==> config.mk <==
export PLATFORM = sky130hd
export DESIGN_NAME = xbitshifter_mc_flat
export DESIGN_NICKNAME = d
export VERILOG_FILES = /design/src/rtl/xbitshifter_mc_if.sv /design/src/rtl/xbitshifter_mc.sv /design/src/flat_wrapper.sv
export SDC_FILE = /design/constraint.sdc
export NUM_CORES = 1
export LEC_CHECK = 0
export CAP_MARGIN = 20
export CORE_MARGIN = 2
export CORE_UTILIZATION = 52
export CTS_BUF_LIST = sky130_fd_sc_hd__clkbuf_8
export CTS_CLUSTER_DIAMETER = 100
export CTS_CLUSTER_SIZE = 24
export DETAILED_ROUTE_END_ITERATION = 16
export PLACE_DENSITY = 0.78
export SLEW_MARGIN = 30
export SYNTH_ARGS = -nofsm -noshare
export SYNTH_HDL_FRONTEND = slang
export SYNTH_SLANG_ARGS = --single-unit
==> constraint.sdc <==
create_clock -name clk -period 1.7 [get_ports clk]
set_clock_uncertainty 0.1 [all_clocks]
set_input_delay 0.51 -clock clk [delete_from_list [all_inputs] [get_ports clk]]
set_output_delay 0.51 -clock clk [all_outputs]
set_load 0.03 [all_outputs]
==> src/rtl/xbitshifter_mc_if.sv <==
// Bus bundle for xbitshifter_mc: sample stream in/out plus delay-length control.
// MAX_LEN sizes the length fields exactly as the shifter does.
interface xbitshifter_mc_if #(
    parameter int WIDTH   = 1,
    parameter int MAX_LEN = 15
);
    localparam int LEN_W = (MAX_LEN < 1) ? 1 : $clog2(MAX_LEN + 1);

    logic             in_valid;
    logic [WIDTH-1:0] in_data;
    logic             inc_pulse;
    logic             dec_pulse;
    logic             load;
    logic [LEN_W-1:0] load_len;
    logic [WIDTH-1:0] out_data;
    logic             out_valid;
    logic [LEN_W-1:0] len;

    modport master (
        output in_valid, in_data, inc_pulse, dec_pulse, load, load_len,
        input  out_data, out_valid, len
    );

    modport slave (
        input  in_valid, in_data, inc_pulse, dec_pulse, load, load_len,
        output out_data, out_valid, len
    );
endinterface

==> src/rtl/xbitshifter_mc.sv <==
// WIDTH-bit lane delayed by 0..MAX_LEN accepted samples; the chain advances only
// on valid input, and out_valid flags outputs whose source sample was really captured.
module xbitshifter_mc #(
    parameter int WIDTH    = 1,
    parameter int MAX_LEN  = 15,
    parameter int WRAP     = 1,
    parameter int RES_INIT = 0
) (
    input  logic               clk,
    input  logic               rst_n,
    xbitshifter_mc_if.slave    bus
);
    localparam int LEN_W = (MAX_LEN < 1) ? 1 : $clog2(MAX_LEN + 1);
    localparam logic [LEN_W-1:0] LEN_MAX  = LEN_W'(MAX_LEN);
    localparam logic [WIDTH-1:0] RES_WORD = {WIDTH{RES_INIT[0]}};

    logic [WIDTH-1:0] in_reg;
    logic             v_d;
    logic [WIDTH-1:0] pipe [0:MAX_LEN];
    logic [LEN_W-1:0] len_q;
    logic [LEN_W-1:0] len_next;
    logic [LEN_W-1:0] fill;
    logic [WIDTH-1:0] out_data_q;
    logic             out_valid_q;

    always_ff @(posedge clk) begin
        if (!rst_n) begin
            in_reg <= '0;
            v_d    <= 1'b0;
        end else begin
            in_reg <= bus.in_data;
            v_d    <= bus.in_valid;
        end
    end

    generate
        if (MAX_LEN > 0) begin : g_chain
            logic [WIDTH-1:0] chain [0:MAX_LEN-1];

            always_ff @(posedge clk) begin
                if (!rst_n) begin
                    for (int k = 0; k < MAX_LEN; k++) chain[k] <= '0;
                end else if (v_d) begin
                    chain[0] <= in_reg;
                    for (int k = 1; k < MAX_LEN; k++) chain[k] <= chain[k-1];
                end
            end

            always_comb begin
                pipe[0] = in_reg;
                for (int k = 1; k <= MAX_LEN; k++) pipe[k] = chain[k-1];
            end
        end else begin : g_direct
            always_comb pipe[0] = in_reg;
        end
    endgenerate

    // Load beats the pulses; a simultaneous inc and dec cancel out.
    always_comb begin
        len_next = len_q;
        if (bus.load) begin
            len_next = (bus.load_len > LEN_MAX) ? LEN_MAX : bus.load_len;
        end else if (bus.inc_pulse && bus.dec_pulse) begin
            len_next = len_q;
        end else if (bus.inc_pulse) begin
            if (len_q == LEN_MAX) len_next = (WRAP != 0) ? '0 : LEN_MAX;
            else                  len_next = len_q + LEN_W'(1);
        end else if (bus.dec_pulse) begin
            if (len_q == '0) len_next = (WRAP != 0) ? LEN_MAX : '0;
            else             len_next = len_q - LEN_W'(1);
        end
    end

    always_ff @(posedge clk) begin
        if (!rst_n) len_q <= '0;
        else        len_q <= len_next;
    end

    // fill is compared before it counts the current sample, so a slot is real
    // once at least len samples have preceded it.
    always_ff @(posedge clk) begin
        if (!rst_n) begin
            out_data_q  <= RES_WORD;
            out_valid_q <= 1'b0;
            fill        <= '0;
        end else if (v_d) begin
            out_data_q  <= pipe[len_q];
            out_valid_q <= (fill >= len_q);
            fill        <= (fill == LEN_MAX) ? fill : fill + LEN_W'(1);
        end else begin
            out_valid_q <= 1'b0;
        end
    end

    assign bus.out_data  = out_data_q;
    assign bus.out_valid = out_valid_q;
    assign bus.len       = len_q;
endmodule

==> src/flat_wrapper.sv <==
// flat-port wrapper written by rule: the top's interface ports become plain ports
module xbitshifter_mc_flat 
#(
    parameter int WIDTH    = 1,
    parameter int MAX_LEN  = 15,
    parameter int WRAP     = 1,
    parameter int RES_INIT = 0
)
  (clk, rst_n, bus_in_valid, bus_in_data, bus_inc_pulse, bus_dec_pulse, bus_load, bus_load_len, bus_out_data, bus_out_valid, bus_len);
  xbitshifter_mc_if #(.WIDTH(WIDTH), .MAX_LEN(MAX_LEN)) bus_i ();
  input  logic clk;
  input  logic rst_n;
  input wire logic [$bits(bus_i.in_valid)-1:0] bus_in_valid;
  input wire logic [$bits(bus_i.in_data)-1:0] bus_in_data;
  input wire logic [$bits(bus_i.inc_pulse)-1:0] bus_inc_pulse;
  input wire logic [$bits(bus_i.dec_pulse)-1:0] bus_dec_pulse;
  input wire logic [$bits(bus_i.load)-1:0] bus_load;
  input wire logic [$bits(bus_i.load_len)-1:0] bus_load_len;
  output wire logic [$bits(bus_i.out_data)-1:0] bus_out_data;
  output wire logic [$bits(bus_i.out_valid)-1:0] bus_out_valid;
  output wire logic [$bits(bus_i.len)-1:0] bus_len;
  assign bus_i.in_valid = bus_in_valid;
  assign bus_i.in_data = bus_in_data;
  assign bus_i.inc_pulse = bus_inc_pulse;
  assign bus_i.dec_pulse = bus_dec_pulse;
  assign bus_i.load = bus_load;
  assign bus_i.load_len = bus_load_len;
  assign bus_out_data = bus_i.out_data;
  assign bus_out_valid = bus_i.out_valid;
  assign bus_len = bus_i.len;
  xbitshifter_mc #(.WIDTH(WIDTH), .MAX_LEN(MAX_LEN), .WRAP(WRAP), .RES_INIT(RES_INIT)) u_core (.clk(clk), .rst_n(rst_n), .bus(bus_i));
endmodule
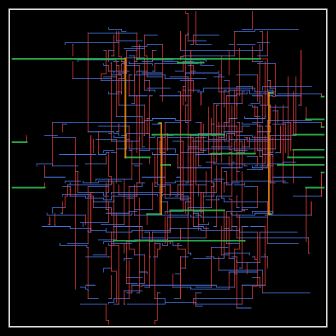
Figure 1: signal wires by layer.
Key: green = met3 [wire length 152 µm]; red = met2 [wire length 1,360 µm]; blue = met1 [wire length 1,250 µm]; orange = met4 [wire length 55.8 µm]

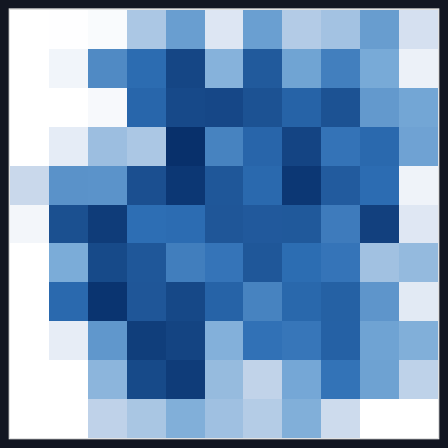
Figure 2: local utilization.
11 x 11 tiles, from white (low) to dark blue (high), 0 to 100% covered.
The densest ninth of the die: center. 12% of the tiles are nearly empty. The fullest tile reaches 100%.

==> flow_summary.json <==
{
  "p_clk_share_pct": 26.0,
  "crit_path_frequent_cell": "nor2_1",
  "clock_buffers": 3,
  "coreArea_um2": 2690,
  "min_path_type": "flip-flop to flip-flop",
  "nNonClkInverters": 8,
  "crit_chain": "clkdlybuf4s50_1 -> buf_4 -> nor2_1 -> a2111oi_2 -> a21oi_1 -> nor2_1",
  "top_register": "u_core.g_chain.chain",
  "setup_tns_ns": 0,
  "cap_violations": 0,
  "nNetsFinal": 197,
  "synth-simple-area-share_pct": 19.2,
  "dp_slack_ns": -0.284,
  "cts_sinks": 27,
  "combPwrFrac_pct": 21.1,
  "total_power_mw": 1.34,
  "synth-edff-count": 6,
  "async_flop_share_pct": 0,
  "syn_to_final_growth_pct": 20.4,
  "rsz0062_at_grt": "no",
  "clock-root-buffer": "clkbuf_8",
  "synth_xor_xnor_area_share_pct": 2.43,
  "crit_family": "buffers and inverters",
  "status": "finished clean",
  "nonClkBufAreaFrac_pct": 14.7,
  "via_per_inst": 5.60,
  "ys_cells": 152,
  "buffers": 30,
  "drive_gt1_share_pct": 17.4,
  "warning_count": 27,
  "netlist.area_leader.share_pct": 29.1,
  "clkLatencyLatePin_ns": 0.26,
  "portBuffers": 16,
  "worst-path-stages": 6,
  "criticalPathCategory": "primary input to flip-flop",
  "firstDrtPassIters": 4
}
